run_1/gates.png
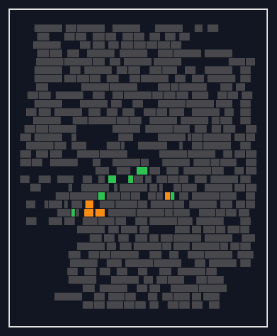
run_1/placed.png
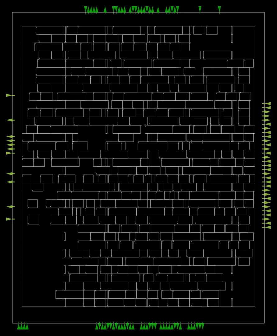
run_1/class_map.png
The bar under the picture is 20 um long.
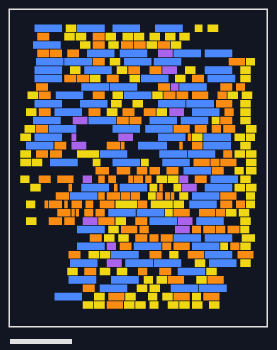
[src/rtl/cpc_vram_arbiter.sv]
// Time-division arbiter for the shared 64 KB video/CPU DRAM: a 16-phase ck16 cycle per microsecond,
// slots 0/1 fetch the CRTC byte pair, slot CPU_SLOT serves one pending Z80 access.
module cpc_vram_arbiter #(
  parameter int CPU_SLOT = 2,
  parameter int CAP_PH   = 2
) (
  input  logic        ck16,
  input  logic        reset_n,
  input  logic [13:0] ma,
  input  logic [4:0]  ra,
  input  logic        dispen,
  input  logic        cpu_req,
  input  logic        cpu_we,
  input  logic [15:0] cpu_addr,
  input  logic [7:0]  cpu_wdata,
  input  logic [7:0]  mem_rdata,
  output logic        cclk,
  output logic [15:0] mem_addr,
  output logic        mem_we,
  output logic [7:0]  mem_wdata,
  output logic        cpu_ready,
  output logic [7:0]  cpu_rdata,
  output logic [15:0] vid_data,
  output logic        vid_valid
);

  typedef enum logic [1:0] {IDLE, WAIT, ACCESS, DONE} state_t;

  localparam logic [3:0] GRANT_PH    = 4'(CPU_SLOT * 4);
  localparam logic [3:0] CAP0_PH     = 4'(CAP_PH);
  localparam logic [3:0] CAP1_PH     = 4'(CAP_PH + 4);
  localparam logic [1:0] CAP_SUB     = 2'(CAP_PH);
  localparam logic [1:0] CPU_SLOT_ID = 2'(CPU_SLOT);

  state_t      state, state_next;
  logic [3:0]  phase;
  logic [1:0]  slot, sub;
  logic [14:0] vid_base;
  logic        vid_disp;
  logic [7:0]  byte0;
  logic [15:0] lat_addr;
  logic        lat_we;
  logic [7:0]  lat_wdata;
  logic        grant;
  logic        unused_bits;

  assign slot        = phase[3:2];
  assign sub         = phase[1:0];
  assign cclk        = ~phase[3];
  assign mem_wdata   = lat_wdata;
  assign grant       = (state == WAIT) && cpu_req && (phase == GRANT_PH);
  assign unused_bits = ^{ma[11:10], ra[4:3]};

  // Phase counter and video fetch; CRTC inputs are frozen for the whole microsecond at phase 0.
  always_ff @(posedge ck16 or negedge reset_n) begin
    if (!reset_n) begin
      phase     <= 4'd0;
      vid_base  <= 15'd0;
      vid_disp  <= 1'b0;
      byte0     <= 8'd0;
      vid_data  <= 16'd0;
      vid_valid <= 1'b0;
    end else begin
      phase <= phase + 4'd1;
      if (phase == 4'd0) begin
        vid_base <= {ma[13:12], ra[2:0], ma[9:0]};
        vid_disp <= dispen;
      end
      if (phase == CAP0_PH)
        byte0 <= mem_rdata;
      if (phase == CAP1_PH)
        vid_data <= {mem_rdata, byte0};
      vid_valid <= (phase == CAP1_PH) && vid_disp;
    end
  end

  always_ff @(posedge ck16 or negedge reset_n) begin
    if (!reset_n)
      state <= IDLE;
    else
      state <= state_next;
  end

  // The CPU request is captured on the grant cycle so the Z80 bus may move on afterwards.
  always_ff @(posedge ck16 or negedge reset_n) begin
    if (!reset_n) begin
      lat_addr  <= 16'd0;
      lat_we    <= 1'b0;
      lat_wdata <= 8'd0;
      cpu_rdata <= 8'd0;
    end else begin
      if (grant) begin
        lat_addr  <= cpu_addr;
        lat_we    <= cpu_we;
        lat_wdata <= cpu_wdata;
      end
      if ((state == ACCESS) && !lat_we && (sub == CAP_SUB))
        cpu_rdata <= mem_rdata;
    end
  end

  always_comb begin
    state_next = state;
    mem_we     = 1'b0;
    cpu_ready  = 1'b1;
    mem_addr   = 16'd0;

    if (slot == 2'd0)
      mem_addr = {vid_base, 1'b0};
    else if (slot == 2'd1)
      mem_addr = {vid_base, 1'b1};
    else if (slot == CPU_SLOT_ID)
      mem_addr = lat_addr;

    // ACCESS runs to the end of its slot even if the request is withdrawn.
    case (state)
      IDLE: begin
        if (cpu_req)
          state_next = WAIT;
      end
      WAIT: begin
        cpu_ready = 1'b0;
        if (!cpu_req)
          state_next = IDLE;
        else if (phase == GRANT_PH)
          state_next = ACCESS;
      end
      ACCESS: begin
        cpu_ready = 1'b0;
        mem_we    = lat_we && (sub == 2'd1);
        if (sub == 2'd3)
          state_next = DONE;
      end
      DONE: begin
        if (!cpu_req)
          state_next = IDLE;
      end
      default: state_next = IDLE;
    endcase
  end

endmodule

[config.mk]
export PLATFORM = sky130hd
export DESIGN_NAME = cpc_vram_arbiter
export DESIGN_NICKNAME = d
export VERILOG_FILES = /design/src/rtl/cpc_vram_arbiter.sv
export SDC_FILE = /design/constraint.sdc
export NUM_CORES = 1
export LEC_CHECK = 0
export CAP_MARGIN = 30
export CORE_ASPECT_RATIO = 1.25
export CORE_MARGIN = 3
export CORE_UTILIZATION = 46
export CTS_CLUSTER_SIZE = 12
export DETAILED_ROUTE_END_ITERATION = 7
export PLACE_DENSITY = 0.89
export SYNTH_ARGS = -nofsm -noshare
export SYNTH_HDL_FRONTEND = slang
export SYNTH_SLANG_ARGS = --single-unit
export TNS_END_PERCENT = 10
[constraint.sdc]
create_clock -name ck16 -period 2.05 [get_ports ck16]
set_input_delay 0.41 -clock ck16 [delete_from_list [all_inputs] [get_ports ck16]]
set_output_delay 0.41 -clock ck16 [all_outputs]
set_load 0.01 [all_outputs]
==> flow_summary.json, run 1 <==
{
  "ir_drop_v": 0.000505,
  "p_leak_nw": 2.13,
  "cp_max_fo": 6,
  "area_delta_synth_final_pct": 40.2,
  "grt-ovfl-total": 0,
  "reg2reg_from": "phase[0]$_DFF_PN0_",
  "p_sw_frac": 0.261,
  "dr.pass1.iters": 4,
  "insertedDiodeCount": 0,
  "dr_total_vias": 2166,
  "status": "finished clean",
  "drc": 0,
  "clock_power_w": 0.00107,
  "cts.sinks": 80,
  "pwr-share-seq": 0.486,
  "die_w_um": 83.2,
  "drt-initial-drc-count": 57,
  "power.share.clock": 0.251,
  "cts_made_buffers": 9,
  "placed_area_mm2": 0.00457,
  "critical_path_class": "reg2out",
  "portBuffers": 103,
  "switchingPower_w": 0.00111,
  "drv_cap": 0,
  "critPathLaunch": "phase[3]$_DFF_PN0_",
  "timing.reg2reg.setup_slack_ps": 260,
  "final-hold-violation-count": 0,
  "fp_util": 0.482,
  "p_int_w": 0.00314,
  "fin_hold_ws_ps": 510,
  "worstSetupEndpointType": "primary output",
  "grt_max_degree": 49,
  "drive_above_1_share": 0.322,
  "ys_seq_frac": 0.585,
  "dieArea_mm2": 0.00852,
  "clk_latency_ps": 340,
  "top_area_frac": 0.585,
  "hold_buffers": 1,
  "power_leader": "sequential cells",
  "yosys_warnings": 0,
  "grtUsageTotal": 0.179,
  "fp_nets": 282,
  "hpwlAfterDp_um": 5280,
  "comb_area_mm2": 0.00132,
  "min_period_ps": 2010,
  "p_per_area_mw_per_mm2": 885,
  "ff2ff_path_depth": 6,
  "topCellsByArea": "dfrtp_1, mux2_2, mux2_4",
  "post_drt_via_cell_ratio": 5.05,
  "grt_pass1_vias": 2272,
  "hold_path_end": "mem_wdata[1]$_DFFE_PN0P_"
}
-- gates.png (at the start) --
[green] nand cells | cells: 6 | most used: nand2_1 | where: center
[orange] aoi and oai cells | cells: 4 | most used: a41oi_1
Commonest Layout Cell: clkdlybuf4s50_1
Final Instance Count excl. Fillers: 429

-- placed.png (at the start) --
n_taps: 90
utilization after layout: 0.676

-- class_map.png (at the start) --
[blue] registers | cells: 80 | share of their area: 43%
[orange] remaining logic cells | cells: 128 | share of their area: 29%
[yellow] remaining buffers and delay cells | cells: 115 | share of their area: 24%
[purple] clock drivers and dummy loads | cells: 16 | share of their area: 4.1%
# rows: 34
fraction of area in registers: 0.417
core area: 0.00710 mm^2
Post-Layout Inst Area: 0.00480 mm^2

==> run 1: through the flow <==
step | std cells | setup slack [ps] | TNS (ps)
floorplan | 217 | 415 | 0
CTS | 426 | -119 | -119
detailed placement | 407 | 79.5 | 0
global placement | 407 | 118 | 0
finish | 429 | 42.2 | 0
global route | 429 | -6.56 | -6.56
==> run 1: logic make-up after synthesis <==
kind of cell / count (synthesis)
buffers and inverters: 18
multiplexers: 75
XOR/XNOR: 2
flip-flops: 80
AND-OR/OR-AND: 19
AND/OR/NAND/NOR: 14
adder cells (fa/ha/maj): 9
==> run 1: routing by layer <==
metal,GRT usage,wire length [um],vias up
met2,0.318,3980,57
met1,0.218,3060,1092
met5,0,0,-
li1,-,-,1007
met3,0.0403,317,10
met4,0.0604,108,0
==> run 1: worst max-delay path, stage by stage, from the launching register on <==
cell and delay [ps]:
dfrtp_2 460, and2b_4 210, buf_4 140, a22o_1 170, dlygate4sd2_1 280
==> run 1: area by class of cell <==
cell class,instances,share of cell area
Inverter,8,0.00730
Timing Repair Buffer,115,0.238
Clock buffer,11,0.0315
Tap cell,90,0.0235
Sequential cell,80,0.417
Multi-Input combinational cell,120,0.274
Clock inverter,5,0.00808
==> run 1: cell usage after synthesis (all sizes together) <==
cell and n:
and3 3, mux2i 2, nand3b 1, nand2b 1, inv 8, xor2 1
nand2 2, buf 9, nand3 2, o21ai 1, nor2b 1, and2b 1
a22o 15, o211ai 1, ha 9, xnor2 1, and3b 1, clkbuf 1
a41oi 2, mux2 73, dfrtp 80, nor2 2
==> run 1: sequential cells by signal (all words and copies together), names as in the netlist, named ones only <==
signal and count:
byte0 8, vid_data 16, state 1, lat_we 1, vid_disp 1, vid_valid 1
lat_addr 16, phase 4, vid_base 15, mem_wdata 8, cpu_rdata 8
run_1/clock_wires.png
The bar under the picture is 20 um long.
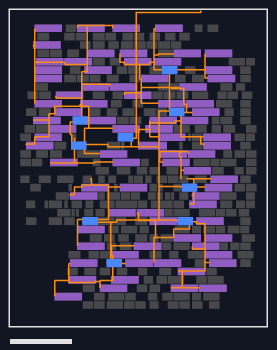

==> run 2: changes to the inputs <==
==> constraint.sdc (replaced) <==
create_clock -name ck16 -period 2.05 [get_ports ck16]
set_input_delay 0.41 -clock ck16 [delete_from_list [all_inputs] [get_ports ck16]]
set_output_delay 0.41 -clock ck16 [all_outputs]
set_load 0.1 [all_outputs]
run_2/clock_wires.png
The bar under the picture is 20 um long.
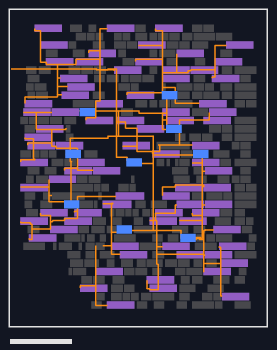
[purple] flip-flops | count: 80
[blue] clock-net drivers | count: 9
[orange] clock wires | length: 930 um
routed clock nets: 10
Late-Pin Clk Latency: 350 ps
Power Clock: 0.00124 W
Worst Skew: 10.6 ps

==> flow_summary.json, run 2 <==
{
  "status": "finished clean",
  "setup_tns_ps": 0,
  "pwr-share-seq": 0.362,
  "comb_area_mm2": 0.00133,
  "most_common_cell": "dfrtp_1",
  "die_w_um": 83.2,
  "dieArea_mm2": 0.00852,
  "drc": 0,
  "drt-initial-drc-count": 91,
  "async_reset_ff_frac": 1.00,
  "crit_chain": "and2b_4 > a22o_1 > buf_12",
  "top_area_frac": 0.585,
  "drive_above_1_share": 0.494,
  "grt_max_degree": 44,
  "p_per_area_mw_per_mm2": 1170,
  "area_delta_synth_final_pct": 42.9,
  "fp_util": 0.482,
  "hpwlAfterDp_um": 5080,
  "fin_hold_ws_ps": 16.0,
  "critPathLaunch": "phase[2]$_DFF_PN0_",
  "placed_area_mm2": 0.00467,
  "min_period_ps": 1960,
  "post_drt_via_cell_ratio": 5.14,
  "cts_made_buffers": 9,
  "cp_max_fo": 8,
  "common_cells": "dfrtp_1, mux2_2, mux2_4",
  "power.share.clock": 0.217,
  "p_leak_nw": 2.21,
  "reg2reg_from": "phase[0]$_DFF_PN0_",
  "worstSetupEndpointType": "primary output",
  "dr_total_vias": 2167,
  "ys_seq_frac": 0.585,
  "insertedDiodeCount": 0,
  "post-place-ws_ps": 166,
  "row_count": 34,
  "portBuffers": 103,
  "dr.pass1.iters": 4,
  "fin_area_mm2": 0.00489,
  "hold_buffers": 0,
  "p_int_w": 0.00332,
  "edf_count": 0,
  "reg.largest.list": "lat_addr: 16 flops, vid_data: 16 flops, vid_base: 15 flops",
  "slowest_stage": "dfrtp_2",
  "setup_ws_ps": 89.3,
  "fp_nets": 282,
  "crit_family": "flip-flops",
  "critPathMaxStageDelay_ps": 470,
  "grt_pass1_vias": 2288,
  "yosys_warnings": 0,
  "critical_path_class": "reg2out",
  "drv_cap": 0,
  "mostFrequentLayoutCell": "dfrtp_1",
  "cp_num_buf_inv": 1,
  "grt-ovfl-total": 0,
  "postLayoutCoreUtil": 0.689,
  "final_cell_count_no_fill": 422
}
-- run 2: area by class of cell --
class | count | area share
clock buffer | 10 | 0.0261
clock inverter | 5 | 0.0166
inverter | 8 | 0.00665
multi-input combinational | 120 | 0.272
sequential | 80 | 0.410
tap | 90 | 0.0230
timing repair buffer | 109 | 0.246
-- run 2: what timing repair did --
action,in CTS,in global routing
resized,1,6
gates cloned,0,1
endpoints found under the setup margin,16,17
-- run 2: power by group through the flow --
stage,clock network [W],logic [W],registers [W]
6_report,0.00124,0.00241,0.00207
4_1_cts,0.00127,0.00244,0.00208
2_1_floorplan,0,0.000672,0.00320
5_1_grt,0.00135,0.00250,0.00212
3_3_place_gp,0,0.00239,0.00209
3_5_place_dp,0,0.00243,0.00210
-- run 2: worst paths after layout --
path                                       endpoint  depth (start not counted)  slack, ps
min                        mem_wdata[5]$_DFFE_PN0P_                          1         20
max reg2reg                mem_wdata[0]$_DFFE_PN0P_                          6        240
max                                     mem_addr[2]                          3         90
max in group asynchronous   lat_addr[7]$_DFFE_PN0P_                          2       1410
min reg2reg                     vid_valid$_DFF_PN0_                          2        490
min in group ck16               vid_valid$_DFF_PN0_                          2        490
-- run 2: per-layer routing --
metal,track usage,wire [um]
met1,0.206,2800
met2,0.291,3790
met3,0.0581,456
met4,0.0629,124
met5,0,0
-- run 2: kinds of logic after synthesis --
| group | Yosys count | synth area share |
|---|---|---|
| flip-flops | 80 | 0.585 |
| multiplexers | 75 | 0.268 |
| AND-OR/OR-AND | 19 | 0.0471 |
| buffers and inverters | 18 | 0.0351 |
| AND/OR/NAND/NOR | 14 | 0.0274 |
| adder cells (fa/ha/maj) | 9 | 0.0329 |
| XOR/XNOR | 2 | 0.00512 |
Power is estimated from default activity; no workload was simulated.
